Fig. 1: I/O nets highlighted
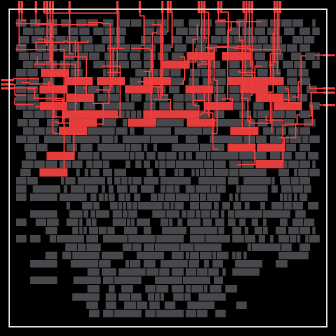
Fig. 2: cell area per tile
The die is cut into 10 by 10 equal tiles; black is low, pale yellow is high, 0 to 100% covered.
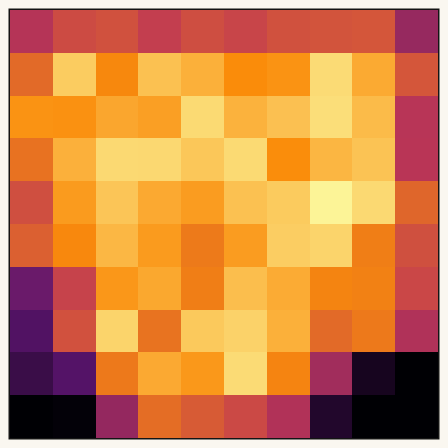
==> src/rtl/mem_boot_ctrl_pkg.sv <==
// mem_boot_ctrl_pkg
//   Shared sizing constants and FSM state encoding for the boot loader.
//   MBC_ADDR_W     : BRAM byte address width
//   MBC_DATA_WIDTH : BRAM word width
//   MBC_MAX_WORDS  : largest legal word count per BRAM
package mem_boot_ctrl_pkg;

    localparam int MBC_ADDR_W     = 12;
    localparam int MBC_DATA_WIDTH = 32;
    localparam int MBC_MAX_WORDS  = 1024;

    typedef enum logic [2:0] {
        ST_IDLE   = 3'd0,
        ST_LOAD_D = 3'd1,
        ST_LOAD_I = 3'd2,
        ST_DRAIN  = 3'd3,
        ST_RUN    = 3'd4
    } state_t;

endpackage

==> src/rtl/bram_wport_mux.sv <==
// bram_wport_mux
//   2:1 select of a BRAM write port (addr / data / enable / byte enables).
//   i_sel  : 0 selects port A, 1 selects port B
//   i_a_*  : port A write request
//   i_b_*  : port B write request
//   o_*    : selected write request, purely combinational
module bram_wport_mux #(
    parameter int ADDR_W     = 12,
    parameter int DATA_WIDTH = 32,
    localparam int BE_W      = DATA_WIDTH / 8
) (
    input  logic                  i_sel,
    input  logic [ADDR_W-1:0]     i_a_addr,
    input  logic [DATA_WIDTH-1:0] i_a_dat,
    input  logic                  i_a_enb,
    input  logic [BE_W-1:0]       i_a_byte_enb,
    input  logic [ADDR_W-1:0]     i_b_addr,
    input  logic [DATA_WIDTH-1:0] i_b_dat,
    input  logic                  i_b_enb,
    input  logic [BE_W-1:0]       i_b_byte_enb,
    output logic [ADDR_W-1:0]     o_addr,
    output logic [DATA_WIDTH-1:0] o_dat,
    output logic                  o_enb,
    output logic [BE_W-1:0]       o_byte_enb
);

    assign o_addr     = i_sel ? i_b_addr     : i_a_addr;
    assign o_dat      = i_sel ? i_b_dat      : i_a_dat;
    assign o_enb      = i_sel ? i_b_enb      : i_a_enb;
    assign o_byte_enb = i_sel ? i_b_byte_enb : i_a_byte_enb;

endmodule

==> src/rtl/mem_boot_ctrl.sv <==
// mem_boot_ctrl
//   Streams a boot image into the data BRAM (d_count words) and then the
//   instruction BRAM (i_count words), holding the core's PC meanwhile, and
//   hands the data BRAM write port to the core once loading is complete.
//   clk, rst                : clock, asynchronous active-low reset
//   start, d_count, i_count : load request and word counts
//   in_valid/in_dat/in_ready: boot word stream (valid/ready)
//   i_w_*                   : instruction BRAM write port
//   core_d_*                : core store request
//   d_w_*                   : data BRAM write port (loader or core)
//   pc_stall, core_sel      : core hold / core owns data write port
//   done, err               : core running / count out of range
module mem_boot_ctrl
    import mem_boot_ctrl_pkg::*;
#(
    parameter int ADDR_W     = MBC_ADDR_W,
    parameter int DATA_WIDTH = MBC_DATA_WIDTH,
    parameter int MAX_WORDS  = MBC_MAX_WORDS,
    localparam int CNT_W     = $clog2(MAX_WORDS) + 1,
    localparam int BE_W      = DATA_WIDTH / 8
) (
    input  logic                  clk,
    input  logic                  rst,
    input  logic                  start,
    input  logic [CNT_W-1:0]      d_count,
    input  logic [CNT_W-1:0]      i_count,
    input  logic                  in_valid,
    input  logic [DATA_WIDTH-1:0] in_dat,
    output logic                  in_ready,
    output logic [ADDR_W-1:0]     i_w_addr,
    output logic [DATA_WIDTH-1:0] i_w_dat,
    output logic                  i_w_enb,
    output logic [BE_W-1:0]       i_w_byte_enb,
    input  logic [ADDR_W-1:0]     core_d_addr,
    input  logic [DATA_WIDTH-1:0] core_d_dat,
    input  logic                  core_d_enb,
    input  logic [BE_W-1:0]       core_d_byte_enb,
    output logic [ADDR_W-1:0]     d_w_addr,
    output logic [DATA_WIDTH-1:0] d_w_dat,
    output logic                  d_w_enb,
    output logic [BE_W-1:0]       d_w_byte_enb,
    output logic                  pc_stall,
    output logic                  core_sel,
    output logic                  done,
    output logic                  err
);

    localparam logic [CNT_W-1:0] MAX_CNT = CNT_W'(MAX_WORDS);

    state_t                r_state;
    logic [CNT_W-1:0]      r_cnt;
    logic [CNT_W-1:0]      r_dcnt;
    logic [CNT_W-1:0]      r_icnt;
    logic                  r_err;
    logic                  r_pc_stall;
    logic                  r_core_sel;
    logic                  r_done;
    logic                  r_ld_d_enb;
    logic                  r_ld_i_enb;
    logic [ADDR_W-1:0]     r_ld_addr;
    logic [DATA_WIDTH-1:0] r_ld_dat;

    logic                  w_loading;
    logic [CNT_W-1:0]      w_lim;
    logic                  w_in_ready;
    logic                  w_hs;
    logic [CNT_W-1:0]      w_cnt_nxt;
    logic                  w_seg_done;
    logic                  w_range_ok;
    logic [ADDR_W-1:0]     w_word_addr;

    // Counts are latched at start so the stream limits cannot shift mid-load.
    assign w_loading   = (r_state == ST_LOAD_D) || (r_state == ST_LOAD_I);
    assign w_lim       = (r_state == ST_LOAD_I) ? r_icnt : r_dcnt;
    assign w_in_ready  = w_loading && (r_cnt < w_lim);
    assign w_hs        = in_valid && w_in_ready;
    assign w_cnt_nxt   = r_cnt + {{(CNT_W-1){1'b0}}, w_hs};
    // Segment ends on the handshake that fills it (or at once for a zero
    // count), so DRAIN coincides with the final loader write cycle.
    assign w_seg_done  = w_loading && (w_cnt_nxt == w_lim);
    assign w_range_ok  = (d_count <= MAX_CNT) && (i_count <= MAX_CNT);
    // Byte address = 4 * word index, wrapping at the address width.
    assign w_word_addr = ADDR_W'({r_cnt, 2'b00});

    always_ff @(posedge clk or negedge rst) begin
        if (!rst) begin
            r_state    <= ST_IDLE;
            r_cnt      <= '0;
            r_dcnt     <= '0;
            r_icnt     <= '0;
            r_err      <= 1'b0;
            r_pc_stall <= 1'b1;
            r_core_sel <= 1'b0;
            r_done     <= 1'b0;
            r_ld_d_enb <= 1'b0;
            r_ld_i_enb <= 1'b0;
            r_ld_addr  <= '0;
            r_ld_dat   <= '0;
        end else begin
            r_ld_d_enb <= w_hs && (r_state == ST_LOAD_D);
            r_ld_i_enb <= w_hs && (r_state == ST_LOAD_I);
            if (w_hs) begin
                r_ld_addr <= w_word_addr;
                r_ld_dat  <= in_dat;
                r_cnt     <= w_cnt_nxt;
            end

            unique case (r_state)
                ST_IDLE, ST_RUN: begin
                    if (start) begin
                        // A rejected start from RUN still drops the core back
                        // to a stalled IDLE.
                        r_pc_stall <= 1'b1;
                        r_core_sel <= 1'b0;
                        r_done     <= 1'b0;
                        if (!w_range_ok) begin
                            r_err   <= 1'b1;
                            r_state <= ST_IDLE;
                        end else begin
                            r_err   <= 1'b0;
                            r_cnt   <= '0;
                            r_dcnt  <= d_count;
                            r_icnt  <= i_count;
                            r_state <= ST_LOAD_D;
                        end
                    end
                end
                ST_LOAD_D: begin
                    if (w_seg_done) begin
                        r_cnt   <= '0;
                        r_state <= ST_LOAD_I;
                    end
                end
                ST_LOAD_I: begin
                    if (w_seg_done) begin
                        r_cnt   <= '0;
                        r_state <= ST_DRAIN;
                    end
                end
                ST_DRAIN: begin
                    r_state    <= ST_RUN;
                    r_pc_stall <= 1'b0;
                    r_core_sel <= 1'b1;
                    r_done     <= 1'b1;
                end
                default: r_state <= ST_IDLE;
            endcase
        end
    end

    assign in_ready     = w_in_ready;
    assign i_w_addr     = r_ld_addr;
    assign i_w_dat      = r_ld_dat;
    assign i_w_enb      = r_ld_i_enb;
    assign i_w_byte_enb = {BE_W{r_ld_i_enb}};
    assign pc_stall     = r_pc_stall;
    assign core_sel     = r_core_sel;
    assign done         = r_done;
    assign err          = r_err;

    // Core stores only reach the BRAM while core_sel is high.
    bram_wport_mux #(
        .ADDR_W     (ADDR_W),
        .DATA_WIDTH (DATA_WIDTH)
    ) u_dmux (
        .i_sel        (r_core_sel),
        .i_a_addr     (r_ld_addr),
        .i_a_dat      (r_ld_dat),
        .i_a_enb      (r_ld_d_enb),
        .i_a_byte_enb ({BE_W{r_ld_d_enb}}),
        .i_b_addr     (core_d_addr),
        .i_b_dat      (core_d_dat),
        .i_b_enb      (core_d_enb),
        .i_b_byte_enb (core_d_byte_enb),
        .o_addr       (d_w_addr),
        .o_dat        (d_w_dat),
        .o_enb        (d_w_enb),
        .o_byte_enb   (d_w_byte_enb)
    );

endmodule
==> config.mk <==
export PLATFORM = sky130hd
export DESIGN_NAME = mem_boot_ctrl
export DESIGN_NICKNAME = d
export VERILOG_FILES = /design/src/rtl/mem_boot_ctrl_pkg.sv /design/src/rtl/bram_wport_mux.sv /design/src/rtl/mem_boot_ctrl.sv
export SDC_FILE = /design/constraint.sdc
export NUM_CORES = 1
export LEC_CHECK = 0
export ABC_AREA = 0
export CORE_MARGIN = 1.5
export CORE_UTILIZATION = 47
export CTS_BUF_LIST = sky130_fd_sc_hd__clkbuf_8
export DETAILED_ROUTE_END_ITERATION = 10
export GPL_TIMING_DRIVEN = 0
export PLACE_DENSITY = 0.88
export SLEW_MARGIN = 30
export SYNTH_ARGS = -nofsm -noshare
export SYNTH_HDL_FRONTEND = slang
export SYNTH_SLANG_ARGS = --single-unit
==> constraint.sdc <==
create_clock -name clk -period 14.5 [get_ports clk]
set_input_delay 2.9 -clock clk [delete_from_list [all_inputs] [get_ports clk]]
set_output_delay 2.9 -clock clk [all_outputs]
set_load 0.02 [all_outputs]
==> CHANGELOG.md <==
### Physical design

* Number of post-CTS setup repair buffers at 0
* Vias in the first global route at 4243
* Layout Nets at 739
* Global routing met2 resource utilization at 47.10%
* Final critical-path required period at 7096 ps
* Final hold viol count at 0
* Fraction of power spent switching nets at 39.85%
* Arrival time of the worst setup path at 4200 ps
* Max-cap violations at 0
* Unrepaired setup endpoints after global routing: false
* Cell area power density at 202.7 nW/um^2
* Portion of the clock cycle consumed by the worst path in the final layout at 48.94%
* Global-route met3 utilization at 5.412%
* Kind of critical path: in2out
* Num rows at 36
* Yosys cell count at 399
* Clk pin slew, worst setup/hold paths at 90 ps
* Count leader, synth: mux2_2
* Top cell types by occurrence after synthesis: mux2_2, dfrtp_1, nor2_1, nand2_1, ha_1
* Die outline area at 10730 sq um
* Worst reg2reg endpoint: r_cnt[4]$_DFF_PN0_
* Proportion of layout cells with a drive suffix above 1 at 24.80%
* Setup Skew at 17.80 ps
* Final setup TNS at 0 ps
* Post-route worst hold slack at 517.1 ps
* Category of the worst setup path capture point: output port
* Chip area estimate from yosys synthesis at 4753 sq um
* Startpoint type of the worst setup path: input port
* Result of the run: complete, no violations
* Buffering stage count on the worst path with inverters included at 2
* Main synth FF type: dfrtp_1
* Number of H-tree levels at 3
* Die Y-Extent at 103.6 um
* Number of clock buffers inserted by TritonCTS at 9
* Max FO, Critical Path at 1
* Startpoint of the lowest-slack register-to-register path: r_state[2]$_DFFE_PN0P_
About Fig. 1:
i_w_dat: drawn in red, bits 32, direction output, end cells 32, wire 1480 um.
number of input and output port buffers inserted: 207
total I/O pin count: 210

About Fig. 2:
5.0% of the tiles are nearly empty. The emptiest ninth of the die: lower right. The fullest tile reaches 98%.
final design utilization: 74.31%
core utilization before placement: 48.63%

## registers in the layout, summed over array words and instances, names as in the netlist
name and cells:
i_w_dat 32, r_cnt 11, r_dcnt 11, r_icnt 11, i_w_addr 10, r_state 3
done 1, err 1, i_w_enb 1, pc_stall 1, r_ld_d_enb 1
## power groups by stage
stage | Sequential (W) | Combinational (W) | Clock [W]
after global placement | 0.000399 | 0.000856 | 0
after detailed placement | 0.000405 | 0.000878 | 0
after global routing | 0.000413 | 0.000927 | 0.000206
final | 0.000400 | 0.000878 | 0.000193
after floorplan | 0.000449 | 0.000442 | 0
after CTS | 0.000401 | 0.000883 | 0.000195
## layout by cell type (no fill, tap or decap), types with 2 or more instances in the layout
cell type,netlist,layout
nand2b_1,2,2
nand2_1,19,19
inv_8,0,2
mux2i_4,4,4
ha_1,12,12
mux2i_1,8,8
nor3_1,5,5
nor4_1,6,6
buf_6,2,3
a221oi_1,2,2
a211oi_1,2,2
and3_1,5,5
and2_1,4,4
conb_1,1,2
clkbuf_1,11,11
inv_1,7,7
buf_2,6,7
nor2_1,20,20
xor2_1,10,10
nand3_1,8,8
or4_1,2,2
dfrtp_1,82,82
clkbuf_8,0,9
buf_4,7,7
a21oi_1,6,6
nand4_1,7,7
o21a_1,2,2
and4b_1,2,2
or3_1,5,5
or2_2,2,2
xnor2_1,4,4
a21o_1,4,4
mux2_2,107,107
o21ai_0,9,9
o211ai_1,2,2
clkdlybuf4s50_1,0,206
bufinv_16,0,2
## tightest hold or removal path: cells and delay by family, from the launching register on
family / cells / cell delay [ps]
buffers and inverters: 1 / 60
flip-flops: 1 / 370
AND-OR/OR-AND: 1 / 80
## through the flow
stage,area (sq um),util [%],instances
finish,7263,74.31,759
global route,7263,74.31,759
CTS,7261,74.28,758
detailed placement,7029,71.91,742
global placement,6995,71.57,740
floorplan,4757,-,400
## worst min path at each step
stage	startpoint	end	slack, ps
CTS	pc_stall$_DFFE_PN1P_	pc_stall$_DFFE_PN1P_	520
detailed placement	r_dcnt[3]$_DFFE_PN0P_	r_dcnt[3]$_DFFE_PN0P_	500
global placement	r_icnt[10]$_DFFE_PN0P_	r_icnt[10]$_DFFE_PN0P_	490
global route	r_dcnt[3]$_DFFE_PN0P_	r_dcnt[3]$_DFFE_PN0P_	550
finish	pc_stall$_DFFE_PN1P_	pc_stall$_DFFE_PN1P_	520
floorplan	r_state[1]$_DFFE_PN0P_	pc_stall$_DFFE_PN1P_	480
## cells by family after synthesis
logic type	count (synthesis)	share of synthesized area, %
AOI/OAI and AO/OA	42	6.607
xor gates and xnor gates	15	3.053
adders and majority gates	12	3.159
buffers and inverters	34	4.054
DFF	83	43.72
muxes	119	28.93
other	1	0.07889
and+or+nand+nor	93	10.40
## area by class of cell
cell class                 instances  area, sq um
antenna                            1        2.502
buffer                            27        166.4
clock buffer                       9        123.9
clock inverter                     7        107.6
fill                             663         2511
inverter                           7        26.28
multi-input combinational        283         2486
sequential                        83         2078
tap                              133        166.4
timing repair buffer             209         2106
## layer usage
metal | vias up | wire [um]
met2 | 129 | 7173
met4 | 0 | 327
met1 | 1950 | 5599
li1 | 1894 | -
met5 | - | 0
met3 | 23 | 800
Power and IR drop assume default switching activity.
